===== config.mk =====
export PLATFORM = sky130hd
export DESIGN_NAME = uart_tx_fifo
export DESIGN_NICKNAME = d
export VERILOG_FILES = /design/src/rtl/uart_tx_fifo.sv
export SDC_FILE = /design/constraint.sdc
export NUM_CORES = 1
export LEC_CHECK = 0
export ABC_CLOCK_PERIOD_IN_PS = 1900
export CORE_ASPECT_RATIO = 1.75
export CORE_MARGIN = 1.5
export CORE_UTILIZATION = 50
export DETAILED_ROUTE_END_ITERATION = 10
export HOLD_SLACK_MARGIN = 0.05
export PLACE_DENSITY = 0.76
export SLEW_MARGIN = 20
export SYNTH_ARGS = -nofsm -noshare
export SYNTH_HDL_FRONTEND = slang
export SYNTH_SLANG_ARGS = --single-unit

===== constraint.sdc =====
create_clock -name clk -period 1.9 [get_ports clk]
set_input_delay 0.38 -clock clk [delete_from_list [all_inputs] [get_ports clk]]
set_output_delay 0.38 -clock clk [all_outputs]
set_load 0.03 [all_outputs]

===== src/rtl/uart_tx_fifo.sv =====
`default_nettype none
// ============================================================================
// Module      : uart_tx_fifo
// Description : Parametrised UART transmitter with valid/ready FIFO front end,
//               clock-enable baud divider and back-to-back frame output.
// Revision    : 1.0 - initial release
// ============================================================================
module uart_tx_fifo #(
  parameter int CLK_HZ     = 100_000_000,
  parameter int BAUD       = 9600,
  parameter int DATA_BITS  = 8,
  parameter int PARITY     = 0,
  parameter int STOP_BITS  = 1,
  parameter int FIFO_DEPTH = 4
) (
  input  logic                          clk,
  input  logic                          rst,
  input  logic [DATA_BITS-1:0]          s_data,
  input  logic                          s_valid,
  output logic                          s_ready,
  output logic                          tx,
  output logic                          busy,
  output logic                          done,
  output logic [$clog2(FIFO_DEPTH):0]   fifo_level
);

  localparam int c_div   = (CLK_HZ + BAUD / 2) / BAUD;
  localparam int c_cnt_w = $clog2(c_div);
  localparam int c_aw    = $clog2(FIFO_DEPTH);
  localparam int c_bc_w  = $clog2(DATA_BITS);

  localparam logic [c_cnt_w-1:0] c_cnt_last  = c_cnt_w'(c_div - 1);
  localparam logic [c_bc_w-1:0]  c_data_last = c_bc_w'(DATA_BITS - 1);
  localparam logic [c_bc_w-1:0]  c_stop_last = c_bc_w'(STOP_BITS - 1);

  localparam logic [2:0] c_st_idle   = 3'd0;
  localparam logic [2:0] c_st_start  = 3'd1;
  localparam logic [2:0] c_st_data   = 3'd2;
  localparam logic [2:0] c_st_parity = 3'd3;
  localparam logic [2:0] c_st_stop   = 3'd4;

  generate
    if (c_div < 2 || DATA_BITS < 5 || DATA_BITS > 9 || PARITY < 0 || PARITY > 2 ||
        STOP_BITS < 1 || STOP_BITS > 2 || FIFO_DEPTH < 2 ||
        (FIFO_DEPTH & (FIFO_DEPTH - 1)) != 0) begin : g_bad_params
      $error("uart_tx_fifo: illegal parameter set");
    end
  endgenerate

  logic [DATA_BITS-1:0] r_mem [FIFO_DEPTH];
  logic [c_aw:0]        r_wr_ptr;
  logic [c_aw:0]        r_rd_ptr;
  logic                 w_full;
  logic                 w_empty;
  logic                 w_push;
  logic [DATA_BITS-1:0] w_head;

  logic [2:0]           r_state;
  logic [c_cnt_w-1:0]   r_baud_cnt;
  logic [c_bc_w-1:0]    r_bit_cnt;
  logic [DATA_BITS-1:0] r_shift;
  logic                 r_par;
  logic                 r_tx;
  logic                 r_done;
  logic                 w_tick;
  logic                 w_last_stop;
  logic                 w_load;

  // Extra pointer bit distinguishes full from empty so every entry is usable.
  assign w_empty    = (r_wr_ptr == r_rd_ptr);
  assign w_full     = (r_wr_ptr[c_aw] != r_rd_ptr[c_aw]) &&
                      (r_wr_ptr[c_aw-1:0] == r_rd_ptr[c_aw-1:0]);
  assign fifo_level = r_wr_ptr - r_rd_ptr;
  assign s_ready    = !w_full;
  assign w_push     = s_valid && s_ready;
  assign w_head     = r_mem[r_rd_ptr[c_aw-1:0]];

  always_ff @(posedge clk) begin
    if (w_push) begin
      r_mem[r_wr_ptr[c_aw-1:0]] <= s_data;
    end
  end

  always_ff @(posedge clk or negedge rst) begin
    if (!rst) begin
      r_wr_ptr <= '0;
      r_rd_ptr <= '0;
    end else begin
      if (w_push) r_wr_ptr <= r_wr_ptr + 1'b1;
      if (w_load) r_rd_ptr <= r_rd_ptr + 1'b1;
    end
  end

  assign w_tick      = (r_baud_cnt == c_cnt_last);
  assign w_last_stop = (r_state == c_st_stop) && w_tick && (r_bit_cnt == c_stop_last);
  // Loading at the final stop boundary chains frames with no idle gap.
  assign w_load      = !w_empty && ((r_state == c_st_idle) || w_last_stop);

  always_ff @(posedge clk or negedge rst) begin
    if (!rst) begin
      r_state    <= c_st_idle;
      r_baud_cnt <= '0;
      r_bit_cnt  <= '0;
      r_shift    <= '0;
      r_par      <= 1'b0;
      r_tx       <= 1'b1;
      r_done     <= 1'b0;
    end else begin
      r_done <= w_last_stop;
      if (w_load || w_tick || r_state == c_st_idle) begin
        r_baud_cnt <= '0;
      end else begin
        r_baud_cnt <= r_baud_cnt + 1'b1;
      end

      if (w_load) begin
        r_shift   <= w_head;
        r_par     <= (PARITY == 1) ? ~^w_head : ^w_head;
        r_tx      <= 1'b0;
        r_bit_cnt <= '0;
        r_state   <= c_st_start;
      end else if (w_tick) begin
        case (r_state)
          c_st_start: begin
            r_tx      <= r_shift[0];
            r_shift   <= r_shift >> 1;
            r_bit_cnt <= '0;
            r_state   <= c_st_data;
          end
          c_st_data: begin
            if (r_bit_cnt == c_data_last) begin
              r_bit_cnt <= '0;
              if (PARITY != 0) begin
                r_tx    <= r_par;
                r_state <= c_st_parity;
              end else begin
                r_tx    <= 1'b1;
                r_state <= c_st_stop;
              end
            end else begin
              r_tx      <= r_shift[0];
              r_shift   <= r_shift >> 1;
              r_bit_cnt <= r_bit_cnt + 1'b1;
            end
          end
          c_st_parity: begin
            r_tx    <= 1'b1;
            r_state <= c_st_stop;
          end
          c_st_stop: begin
            if (r_bit_cnt == c_stop_last) begin
              r_tx    <= 1'b1;
              r_state <= c_st_idle;
            end else begin
              r_bit_cnt <= r_bit_cnt + 1'b1;
            end
          end
          default: begin
            r_tx    <= 1'b1;
            r_state <= c_st_idle;
          end
        endcase
      end
    end
  end

  assign tx   = r_tx;
  assign busy = (r_state != c_st_idle);
  assign done = r_done;

endmodule
`default_nettype wire


==> run_1/met1.png <==
The bar under the picture is 20 um long. Supply wires on this layer in gray.
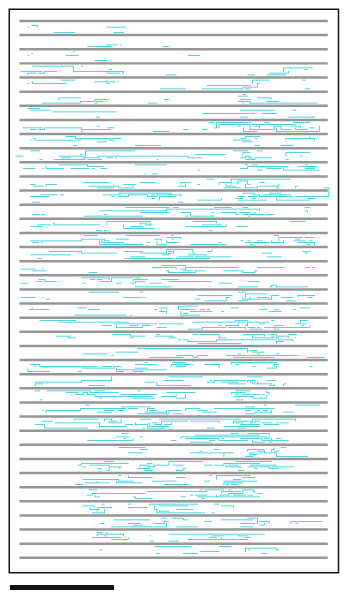
main direction: horizontal
wire length on this layer: 2380 um
share of all routed wire: 38%

==> run_1/met2.png <==
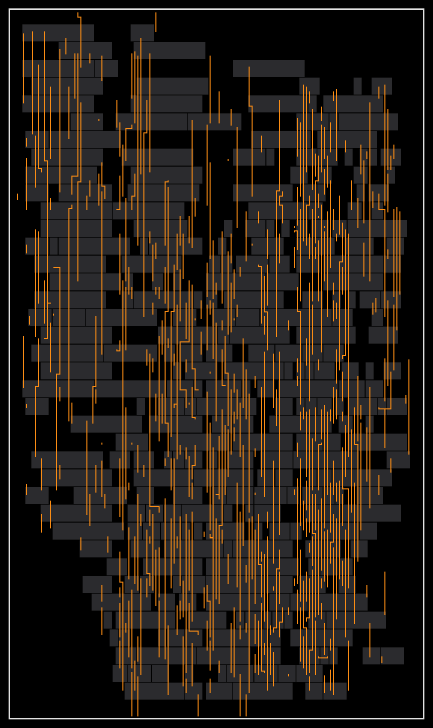
share of all routed wire: 56%
longest straight run: 38.1 um
nets with wire on the layer: 287
wire length on this layer: 3470 um

==> run_results.csv, run 1 <==
group,metric,value,unit
logic_synthesis,top_area_cell,"edfxtp_1",
logic_synthesis,ys_warn_count,0,
worst_setup_path,r2r-end,"r_shift[1]",
power_and_ir_drop,power.density,971.4,nW/um2
placed_design,gp_congestion,0.7761,
power_and_ir_drop,p_seq,1780,uW
worst_setup_path,slowest_stage,"dfrtp_1",
logic_synthesis,synth_flops,68,
die,tap_cells,80,
worst_setup_path,ff2ff_setup_slack,-0.16,ns
sta,setup_violations,13,
worst_setup_path,cp-endpoint,"r_shift[1]",
layout,post-route-util,66.56,%
logic_synthesis,synthSimpleGateAreaFrac,13.22,%
drt,initialDrtViolationCount,58,
logic_synthesis,yosysTopAreaCellShare,30.39,%
layout,clock_buffers,9,
layout,num_antenna_cells,0,
worst_setup_path,worstSetupEndpointType,"flop",
sta,rsz0062_at_grt,"yes",
logic_synthesis,edf_count,32,
sta,timing.final.crit_share,108.2,%
logic_synthesis,ys_sh_aoi,5.342,%
layout,fill_cells,443,
worst_setup_path,reg2reg_from,"r_bit_cnt[1]",
global_routing,grt_max_degree,37,
die,chipArea,6828,um2
layout,ff_count,68,
clock_network,htree_levels,3,
outcome,status,"complete, but fails checks",
layout,num-nets-final,328,
power_and_ir_drop,report.power.total,3966,uW
clock_network,insertion_delay,0.34,ns
global_routing,globalRouteMet2Util,35.87,%
layout,final_cell_count_no_fill,389,
logic_synthesis,area_leaders,"edfxtp_1, dfrtp_1, mux4_2",
layout,areaGrowthSynthToFinish,29.13,%
layout,sh_seq_area,45.63,%
global_routing,grt_overflow_total,0,
placed_design,dp_cells,355,
drt,antenna_left,0,
power_and_ir_drop,p_comb_share,22.4,%
die,core_util_floorplan,51.55,%
drt,top_layer,"met4",
power_and_ir_drop,switching_power,1103,uW
worst_setup_path,crit_type,"reg -> reg",
logic_synthesis,ys_top_cells_by_count,"dfrtp_1, edfxtp_1, nor2_1, nand2_1, xor2_1",
run,maxCapViolCount,0,
logic_synthesis,ys_area,3162,um2
logic_synthesis,synthXorXnorAreaFrac,4.986,%
power_and_ir_drop,ir_drop,0.0007266,V
run,warnings,34,
outcome,violations,"negative setup slack",
worst_setup_path,cpLargestDelayFamily,"simple AND/OR/NAND/NOR gates",
global_routing,grt_pass1_wl,10160,um
placed_design,io_buffer_count,17,
logic_synthesis,top_cell,"dfrtp_1",
sta,setup_slack,-0.1560,ns
drt,firstDrtPassIters,4,
global_routing,top_usage_layer,"met2",
layout,comb_area_share,32.30,%
clock_network,clk_root_buffer_cell,"clkbuf_8",
sta,timing.fmax,0.4864,GHz
logic_synthesis,synthArstFlopShare,52.94,%
worst_setup_path,crit_top_cell,"ha_4",
power_and_ir_drop,power-top-group,"registers",
logic_synthesis,yosysSeqAreaShare,58.92,%
layout,clockNetworkAreaShare,5.455,%
drt,wl_met2,3471,um
logic_synthesis,syn-instance-count,241,
clock_network,clk_pin_slew,0.08,ns
power_and_ir_drop,comb-power,887,uW
logic_synthesis,syn_avg_cell_area,13.12,um2
drt,wl_met1,2381,um
layout,inverters_excl_clock,12,
logic_synthesis,flop_cell,"dfrtp_1",
drt,dr_wl_met3,182,um
die,rows,38,
global_routing,antenna_found_initial,0,
sta,period_minus_slack,2.056,ns
layout,dominant-cell-class,"sequential cells",
==> run_1/met3.png <==
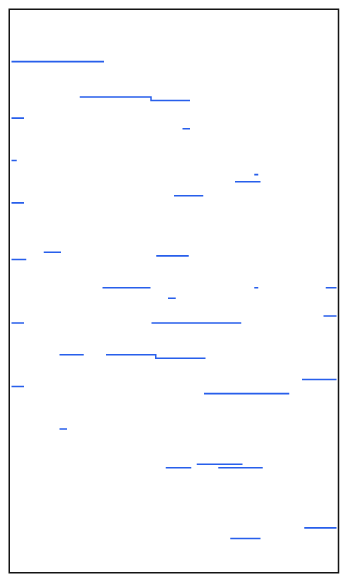
share of all routed wire: 2.9%
main direction: horizontal
wire length on this layer: 183 um

==> run 2, diff against run 1 <==
--- a/config.mk
+++ b/config.mk
@@ -12,7 +12,7 @@
 export DETAILED_ROUTE_END_ITERATION = 10
 export HOLD_SLACK_MARGIN = 0.05
 export PLACE_DENSITY = 0.76
-export SLEW_MARGIN = 20
+export SLEW_MARGIN = 10
 export SYNTH_ARGS = -nofsm -noshare
 export SYNTH_HDL_FRONTEND = slang
 export SYNTH_SLANG_ARGS = --single-unit
==> run_results.csv, run 2 <==
group,metric,value,unit
layout,num_antenna_cells,0,
power_and_ir_drop,power-top-group,"registers",
global_routing,grt_use_total,19.93,%
clock_network,cts.sink_count,68,
die,chipArea,6828,um2
sta,setup_violations,13,
clock_network,clk_root_buffer_cell,"clkbuf_8",
global_routing,grt_overflow_total,0,
logic_synthesis,synthSimpleGateAreaFrac,13.22,%
drt,firstDrtPassIters,4,
logic_synthesis,ys_sh_aoi,5.342,%
placed_design,io_buffer_count,17,
global_routing,grt_max_degree,37,
worst_setup_path,slowest_stage,"dfrtp_1",
min_path,hold_path_class,"in -> async",
worst_setup_path,crit_type,"reg -> reg",
worst_setup_path,ff2ff_setup_slack,-0.16,ns
clock_network,insertion_delay,0.34,ns
sta,period_minus_slack,2.056,ns
worst_setup_path,worstPathRequired,2.14,ns
global_routing,globalRouteMet2Util,35.87,%
power_and_ir_drop,report.power.total,3966,uW
outcome,violations,"negative setup slack",
layout,comb_area_share,32.30,%
worst_setup_path,cp-endpoint,"r_shift[1]",
sta,timing.final.crit_share,108.2,%
die,rows,38,
power_and_ir_drop,switching_power,1103,uW
logic_synthesis,ys_warn_count,0,
die,tap_cells,80,
logic_synthesis,syn-instance-count,241,
run,warnings,34,
layout,fill_cells,443,
worst_setup_path,crit_top_cell,"ha_4",
logic_synthesis,ys_top_cells_by_count,"dfrtp_1, edfxtp_1, nor2_1, nand2_1, xor2_1",
global_routing,top_usage_layer,"met2",
layout,dominant-cell-class,"sequential cells",
clock_network,cts_tree,"yes",
logic_synthesis,yosysTopAreaCellShare,30.39,%
power_and_ir_drop,p_comb_share,22.4,%
layout,final_cell_count_no_fill,389,
run,maxCapViolCount,0,
worst_setup_path,cpLargestDelayFamily,"simple AND/OR/NAND/NOR gates",
logic_synthesis,edf_count,32,
sta,setup_slack,-0.1560,ns
layout,num-nets-final,328,
drt,antenna_left,0,
worst_setup_path,worstSetupEndpointType,"flop",
drt,wl_met1,2381,um
logic_synthesis,yosysUniqueCellTypes,42,
layout,sh_seq_area,45.63,%
placed_design,dp_cells,355,
sta,rsz0062_at_grt,"yes",
logic_synthesis,flop_cell,"dfrtp_1",
power_and_ir_drop,p_seq,1780,uW
logic_synthesis,synth_flops,68,
layout,clock_buffers,9,
layout,clockNetworkAreaShare,5.455,%
drt,routed_wl,6198,um
logic_synthesis,top_cell,"dfrtp_1",
logic_synthesis,area_leaders,"edfxtp_1, dfrtp_1, mux4_2",
power_and_ir_drop,comb-power,887,uW
drt,initialDrtViolationCount,58,
layout,inverters_excl_clock,12,
logic_synthesis,yosysSeqAreaShare,58.92,%
global_routing,grt_pass1_wl,10160,um
drt,dr_wl_met3,182,um
layout,ff_count,68,
outcome,status,"complete, but fails checks",
worst_setup_path,r2r_cells,9,
global_routing,grt_pass1_vias,2180,
global_routing,antenna_found_initial,0,
logic_synthesis,ys_area,3162,um2
logic_synthesis,synthArstFlopShare,52.94,%
sta,timing.fmax,0.4864,GHz
drt,wl_met2,3471,um
die,core_util_floorplan,51.55,%
layout,post-route-util,66.56,%
logic_synthesis,synthXorXnorAreaFrac,4.986,%
clock_network,clk_pin_slew,0.08,ns
drt,via_per_inst,5.231,
worst_setup_path,r2r-end,"r_shift[1]",
placed_design,gp_congestion,0.7761,
drt,top_layer,"met4",
worst_setup_path,reg2reg_from,"r_bit_cnt[1]",
logic_synthesis,syn_avg_cell_area,13.12,um2
==> run_2/met3.png <==
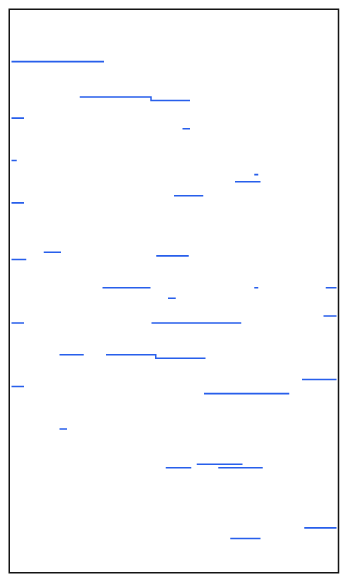
nets with wire on the layer: 20
wire length on this layer: 183 um
main direction: horizontal

==> run_2/met1.png <==
The bar under the picture is 20 um long. Supply wires on this layer in gray.
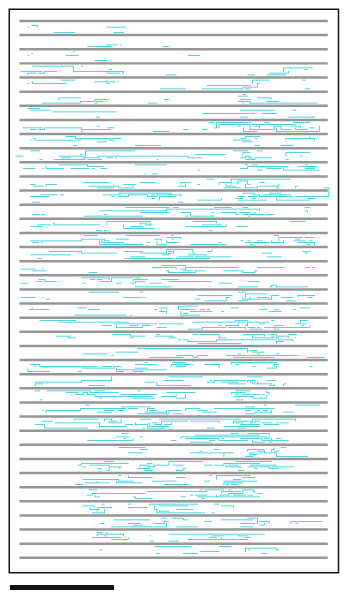
wire length on this layer: 2380 um
main direction: horizontal
nets with wire on the layer: 294
share of all routed wire: 38%
longest straight run: 21.2 um

==> run 3, diff against run 2 <==
--- a/config.mk
+++ b/config.mk
@@ -10,7 +10,7 @@
 export CORE_MARGIN = 1.5
 export CORE_UTILIZATION = 50
 export DETAILED_ROUTE_END_ITERATION = 10
-export HOLD_SLACK_MARGIN = 0.05
+export HOLD_SLACK_MARGIN = 0.02
 export PLACE_DENSITY = 0.76
 export SLEW_MARGIN = 10
 export SYNTH_ARGS = -nofsm -noshare
==> constraint.sdc (replaced) <==
create_clock -name clk -period 1.9 [get_ports clk]
set_input_delay 0.285 -clock clk [delete_from_list [all_inputs] [get_ports clk]]
set_output_delay 0.285 -clock clk [all_outputs]
set_load 0.03 [all_outputs]
==> run_results.csv, run 3 <==
group,metric,value,unit
outcome,status,"complete, but fails checks",
outcome,violations,"negative setup slack",
layout,comb_area_share,33.46,%
worst_setup_path,r2r_cells,7,
layout,fill_cells,459,
layout,clock_buffers,9,
drt,dr_wl_met3,157,um
clock_network,insertion_delay,0.34,ns
global_routing,grt_max_degree,37,
layout,sh_seq_area,47.05,%
layout,dominant-cell-class,"sequential cells",
logic_synthesis,synth_flops,68,
drt,firstDrtPassIters,4,
logic_synthesis,top_area_cell,"edfxtp_1",
sta,rsz0062_at_grt,"yes",
logic_synthesis,synthSimpleGateAreaFrac,13.22,%
global_routing,grt_pass1_wl,9770,um
die,chipArea,6828,um2
logic_synthesis,synthXorXnorAreaFrac,4.986,%
clock_network,htree_levels,3,
power_and_ir_drop,p_seq,1770,uW
logic_synthesis,flop_cell,"dfrtp_1",
sta,timing.final.crit_share,104.6,%
clock_network,clk_pin_slew,0.08,ns
global_routing,grt_use_total,19.08,%
layout,ff_count,68,
logic_synthesis,syn-cell-area,3162,um2
global_routing,grt_overflow_total,0,
sta,setup_slack,-0.08736,ns
logic_synthesis,yosysUniqueCellTypes,42,
clock_network,cts.sink_count,68,
power_and_ir_drop,switching_power,1080,uW
worst_setup_path,worstPathRequired,2.13,ns
min_path,hold_path_class,"in -> async",
placed_design,pre_cts_ws,-0.1120,ns
worst_setup_path,worstSetupEndpointType,"flop",
die,tap_cells,80,
global_routing,globalRouteMet2Util,35.26,%
sta,setup_violations,8,
layout,clockNetworkAreaShare,4.423,%
worst_setup_path,ff2ff_setup_slack,-0.09,ns
global_routing,antenna_found_initial,0,
worst_setup_path,cp-endpoint,"r_bit_cnt[0]",
layout,num_antenna_cells,0,
logic_synthesis,yosysSeqAreaShare,58.92,%
global_routing,grt_pass1_vias,2125,
drt,top_layer,"met4",
logic_synthesis,area_leaders,"edfxtp_1, dfrtp_1, mux4_2",
logic_synthesis,top_cell,"dfrtp_1",
layout,final_cell_count_no_fill,379,
run,maxCapViolCount,0,
worst_setup_path,crit_type,"reg -> reg",
sta,timing.fmax,0.5032,GHz
worst_setup_path,reg2reg_from,"r_bit_cnt[0]",
power_and_ir_drop,p_comb_share,22.3,%
worst_setup_path,r2r-end,"r_bit_cnt[0]",
placed_design,gp_congestion,0.7919,
logic_synthesis,yosysTopAreaCellShare,30.39,%
die,rows,38,
drt,via_per_inst,5.211,
logic_synthesis,syn-instance-count,241,
drt,routed_wl,5630,um
sta,period_minus_slack,1.987,ns
power_and_ir_drop,power-top-group,"registers",
logic_synthesis,synthArstFlopShare,52.94,%
placed_design,dp_cells,353,
power_and_ir_drop,power.density,915.6,nW/um2
power_and_ir_drop,ir_drop,0.0007970,V
worst_setup_path,cpLargestDelayFamily,"simple AND/OR/NAND/NOR gates",
logic_synthesis,ys_area,3162,um2
layout,post-route-util,64.57,%
logic_synthesis,ys_sh_aoi,5.342,%
drt,wl_met1,2191,um
layout,areaGrowthSynthToFinish,25.25,%
layout,inverters_excl_clock,12,
drt,antenna_left,0,
drt,wl_met2,3159,um
worst_setup_path,slowest_stage,"a311oi_4",
run,warnings,34,
==> run_3/met2.png <==
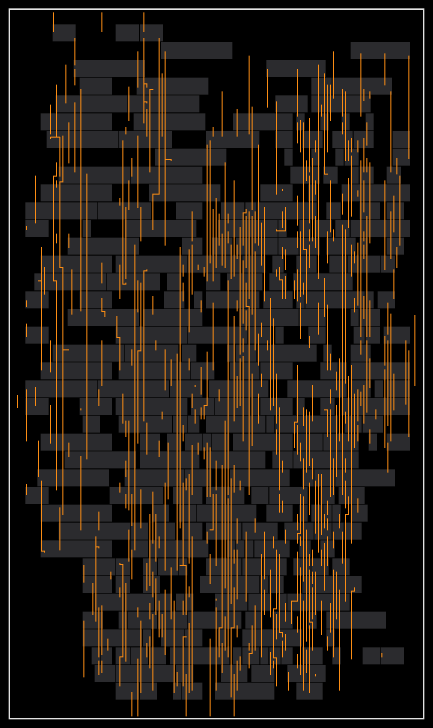
wire length on this layer: 3160 um
nets with wire on the layer: 286
main direction: vertical
longest straight run: 46.6 um

==> run_3/met4.png <==
Supply wires on this layer in gray.
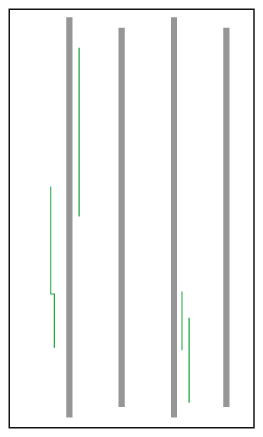
main direction: vertical
share of all routed wire: 2.2%
nets with wire on the layer: 4

Power is estimated from default activity; no workload was simulated.
